==> config.mk <==
export PLATFORM = sky130hd
export DESIGN_NAME = conv_encoder_framer
export DESIGN_NICKNAME = d
export VERILOG_FILES = /design/src/rtl/conv_encoder_framer.sv
export SDC_FILE = /design/constraint.sdc
export NUM_CORES = 1
export LEC_CHECK = 0
export CAP_MARGIN = 0
export CORE_UTILIZATION = 45
export DETAILED_ROUTE_END_ITERATION = 8
export PLACE_DENSITY = 0.81
export SLEW_MARGIN = 10
export SYNTH_ARGS = -nofsm -noshare
export SYNTH_HDL_FRONTEND = slang
export SYNTH_SLANG_ARGS = --single-unit
==> constraint.sdc <==
create_clock -name clk -period 1.7 [get_ports clk]
set_input_delay 0.255 -clock clk [delete_from_list [all_inputs] [get_ports clk]]
set_output_delay 0.255 -clock clk [all_outputs]
set_load 0.02 [all_outputs]
run_1/class_map.png
Scale: 12 px per um.
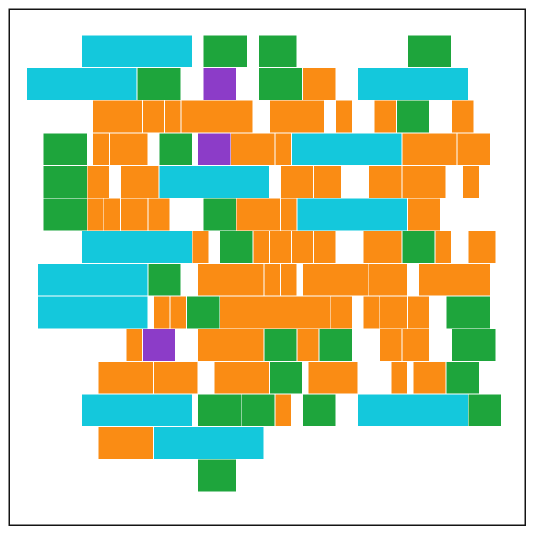
legend:
  purple:
    class: clock-net drivers
    cells: 3
    share_of_their_area: 2.2%
  cyan:
    class: registers
    cells: 12
    share_of_their_area: 30%
  green:
    class: remaining buffers and delay cells
    cells: 26
    share_of_their_area: 22%
  orange:
    class: remaining logic cells
    cells: 63
    share_of_their_area: 46%
number of standard-cell rows in the floorplan: 14
proportion of cell area occupied by registers: 0.290
Final Core Density: 0.672
Placeable Area: 1540 um^2

run_1/m3.png
Scale: 8 px per um.
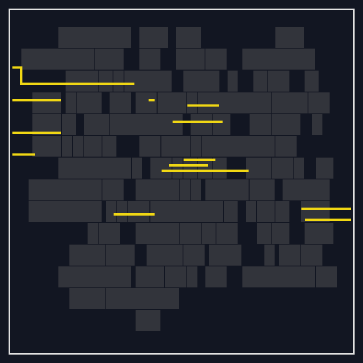
main direction: horizontal
share of all routed wire: 4.6%
longest straight run: 14.0 um
nets with wire on the layer: 12
wire length on this layer: 76.0 um
met3 Resource Use GR: 0.0426
total vias in the final route: 678

run_1/sizing.png
Scale: 6 px per um.
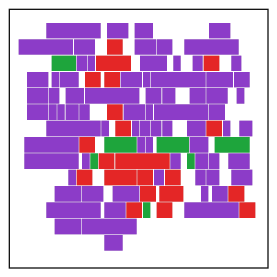
legend:
  purple:
    size: x1 and smaller
    cells: 76
  red:
    size: x3 and x4
    cells: 21
  green:
    size: x2
    cells: 7
number of signal-net buffers in the layout: 26
Final Cell Area: 1040 um^2
signed area change from the synthesized netlist to the final layout: 37.8%

run_1/route_heat.png
Scale: 8 px per um. The die is cut into 9 by 9 equal tiles; dark purple is low, yellow is high, scaled to the fullest tile. Values are wire area over tile area, all layers added.
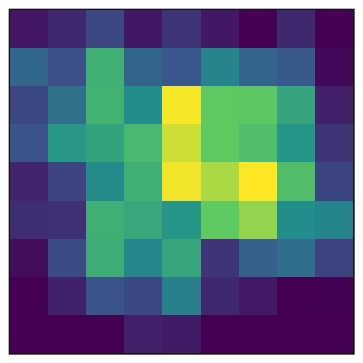
fullest tile: 0.41
mean over tiles: 0.14
densest ninth of the die: centre
nearly empty tiles: 15%
tiles over half the peak: 31%
wirelength, routed: 1.64 mm
detail-routed net length per standard cell: 13.7 um

==> impl_report.txt <==
IMPLEMENTATION SUMMARY REPORT
----------------------------------------------------
[Run status]
  Outcome ........................ completed

[Placement]
  Number of port buffers ........................ 12
  Placer's final routability congestion estimate ........................ 0.808
  HPWL after detailed placement ........................ 1.27 mm

[Final layout]
  Largest register FFs ........................ 4
  Antenna fix cells ........................ 0
  Share of final-layout standard cells stronger than drive strength 1 ........................ 0.269

[Timing]
  Post-layout minimum cycle time ........................ 1.61 ns
  Final Hold Vio Count ........................ 0
  Worst slew slack as a fraction of its limit ........................ 0.624
  Final hold slack ........................ 0.345 ns
  Highest attainable clock frequency ........................ 0.620 GHz
  Setup repair after global routing missed its margin ........................ no

[Setup path]
  R2r setup slk ........................ 0.09 ns
  Ordered cell list for the critical path ........................ inv_2, ha_4, or2b_4, nand3_1, a2bb2oi_2, mux2_4
  Crit path max-delay family ........................ flip-flops
  Critical Setup Path Class ........................ reg -> reg
  Crit. End Element ........................ flop
  Register-to-Register Path Depth ........................ 6
  Slowest Stage Delay on Critical Path ........................ 0.39 ns
  Max stage delay cell, worst path ........................ sky130_fd_sc_hd__dfrtp_1
  Buf/Inv on CP ........................ 1

[Die]
  Pre-Place Util ........................ 0.488
  Total die size ........................ 1840 um^2
  Width of the die ........................ 42.9 um

[Yosys]
  Cell Type Count ........................ 31
  Dominant cell area share ........................ 0.399
  Part of the Yosys area used for sequential elements ........................ 0.399
  Commonest cells post-synth ........................ sky130_fd_sc_hd__dfrtp_1 (12), sky130_fd_sc_hd__ha_1 (7), sky130_fd_sc_hd__nand2_1 (7), sky130_fd_sc_hd__nor2_1 (7), sky130_fd_sc_hd__a21oi_1 (5)
  Number of warnings reported in the yosys synthesis log ........................ 0
  Most frequent cell after synthesis ........................ sky130_fd_sc_hd__dfrtp_1
  Average cell area after synthesis ........................ 10.0 um^2
  Share of async-settable or async-resettable flops after synthesis ........................ 1.00
  Number of enable flip-flop cells ........................ 0
  Post-Synthesis Net Count ........................ 87
  Most area-consuming cells after synthesis ........................ sky130_fd_sc_hd__dfrtp_1 (40%), sky130_fd_sc_hd__ha_1 (12%), sky130_fd_sc_hd__nand2_1 (3.5%), sky130_fd_sc_hd__nor2_1 (3.5%), sky130_fd_sc_hd__a21oi_1 (3.3%)

[Drt]
  Drc violations ........................ 0
  Number of routed nets with antenna violations ........................ 0
  Number of DRC markers in iteration 0 ........................ 12

[Clock network]
  Hold Buf Count CTS ........................ 0
  CTS root buffer ........................ sky130_fd_sc_hd__clkbuf_4
  TritonCTS clock tree ........................ built

[Pwr]
  Total power consumption of the routed design ........................ 1.97 mW
  IR Drop Worst-Case VDD ........................ 1.10 mV
  Leakage power total ........................ 0.453 nW

[Job]
  Max Cap Violations ........................ 0

[Global route]
  Remaining Overflow, GRT ........................ 0
  First-pass GRT wire length ........................ 2.89 mm
  All-Layer GR Usage ........................ 0.211

[Min path]
  Path category of the worst min-delay check ........................ in -> async

----------------------------------------------------
[run 1: worst reg2reg max path, delay by kind of cell, from the launching register on]
family | cells | cell delay [ns]
AND-OR/OR-AND | 1 | 0.18
adder cells (fa/ha/maj) | 1 | 0.14
flip-flops | 1 | 0.39
multiplexers | 1 | 0.31
AND/OR/NAND/NOR | 2 | 0.38
buffers and inverters | 1 | 0.09
[run 1: where the power goes]
group / switching, mW / internal, mW / leakage [nW] / total [mW]
combinational: 0.634 / 0.676 / 0.285 / 1.31
clock: 0.0899 / 0.0819 / 0.0138 / 0.172
sequential: 0.0802 / 0.408 / 0.154 / 0.489
[run 1: per-layer routing]
layer,vias up,wire (um),track usage
met5,-,0,0
met4,0,14,0.113
met3,2,75,0.0426
met2,20,821,0.342
met1,327,727,0.262
li1,329,-,-
[run 1: what timing repair did]
action | in CTS | in global routing
resized | 3 | 3
endpoints found under the setup margin | 3 | 2
pin swaps | 0 | 1
setup buffers | 0 | 1
hold endpoints to repair | 0 | 0
[run 1: area by class of cell]
class / instances / area, um^2 / share of cell area
Sequential cell: 12 / 300 / 0.290
Multi-Input combinational cell: 58 / 452 / 0.436
Clock buffer: 3 / 22.5 / 0.0217
Inverter: 5 / 18.8 / 0.0181
Timing Repair Buffer: 26 / 223 / 0.215
Tap cell: 16 / 20.0 / 0.0193
[run 1: logic make-up after synthesis]
logic type,count (synthesis),share of synthesized area
mux,4,0.0566
buf+inv,5,0.0249
flops,12,0.399
fa+ha+maj,7,0.116
xor+xnor,2,0.0233
simple gates,26,0.185
compound gates,19,0.195
[run 1: cells in the final DEF (no fill, tap or decap), types with 3 or more instances in the layout]
master	instances
sky130_fd_sc_hd__a21oi_1	5
sky130_fd_sc_hd__dfrtp_1	12
sky130_fd_sc_hd__clkdlybuf4s50_1	10
sky130_fd_sc_hd__ha_1	5
sky130_fd_sc_hd__nand2_1	7
sky130_fd_sc_hd__inv_2	3
sky130_fd_sc_hd__nor3b_1	3
sky130_fd_sc_hd__nor2_1	7
sky130_fd_sc_hd__clkbuf_4	3
sky130_fd_sc_hd__buf_4	14
sky130_fd_sc_hd__o21ai_0	3
[run 1: per-stage QoR]
step | worst slack (ns) | instance area, um^2 | std cells
floorplan | -0.00800 | 757 | 75
global placement | 0.0312 | 995 | 116
detailed placement | -0.00186 | 995 | 116
CTS | 0.0179 | 1020 | 119
global route | 0.00608 | 1040 | 120
finish | 0.0858 | 1040 | 120
Power figures rest on the tool's default switching activity, not on a simulated workload.
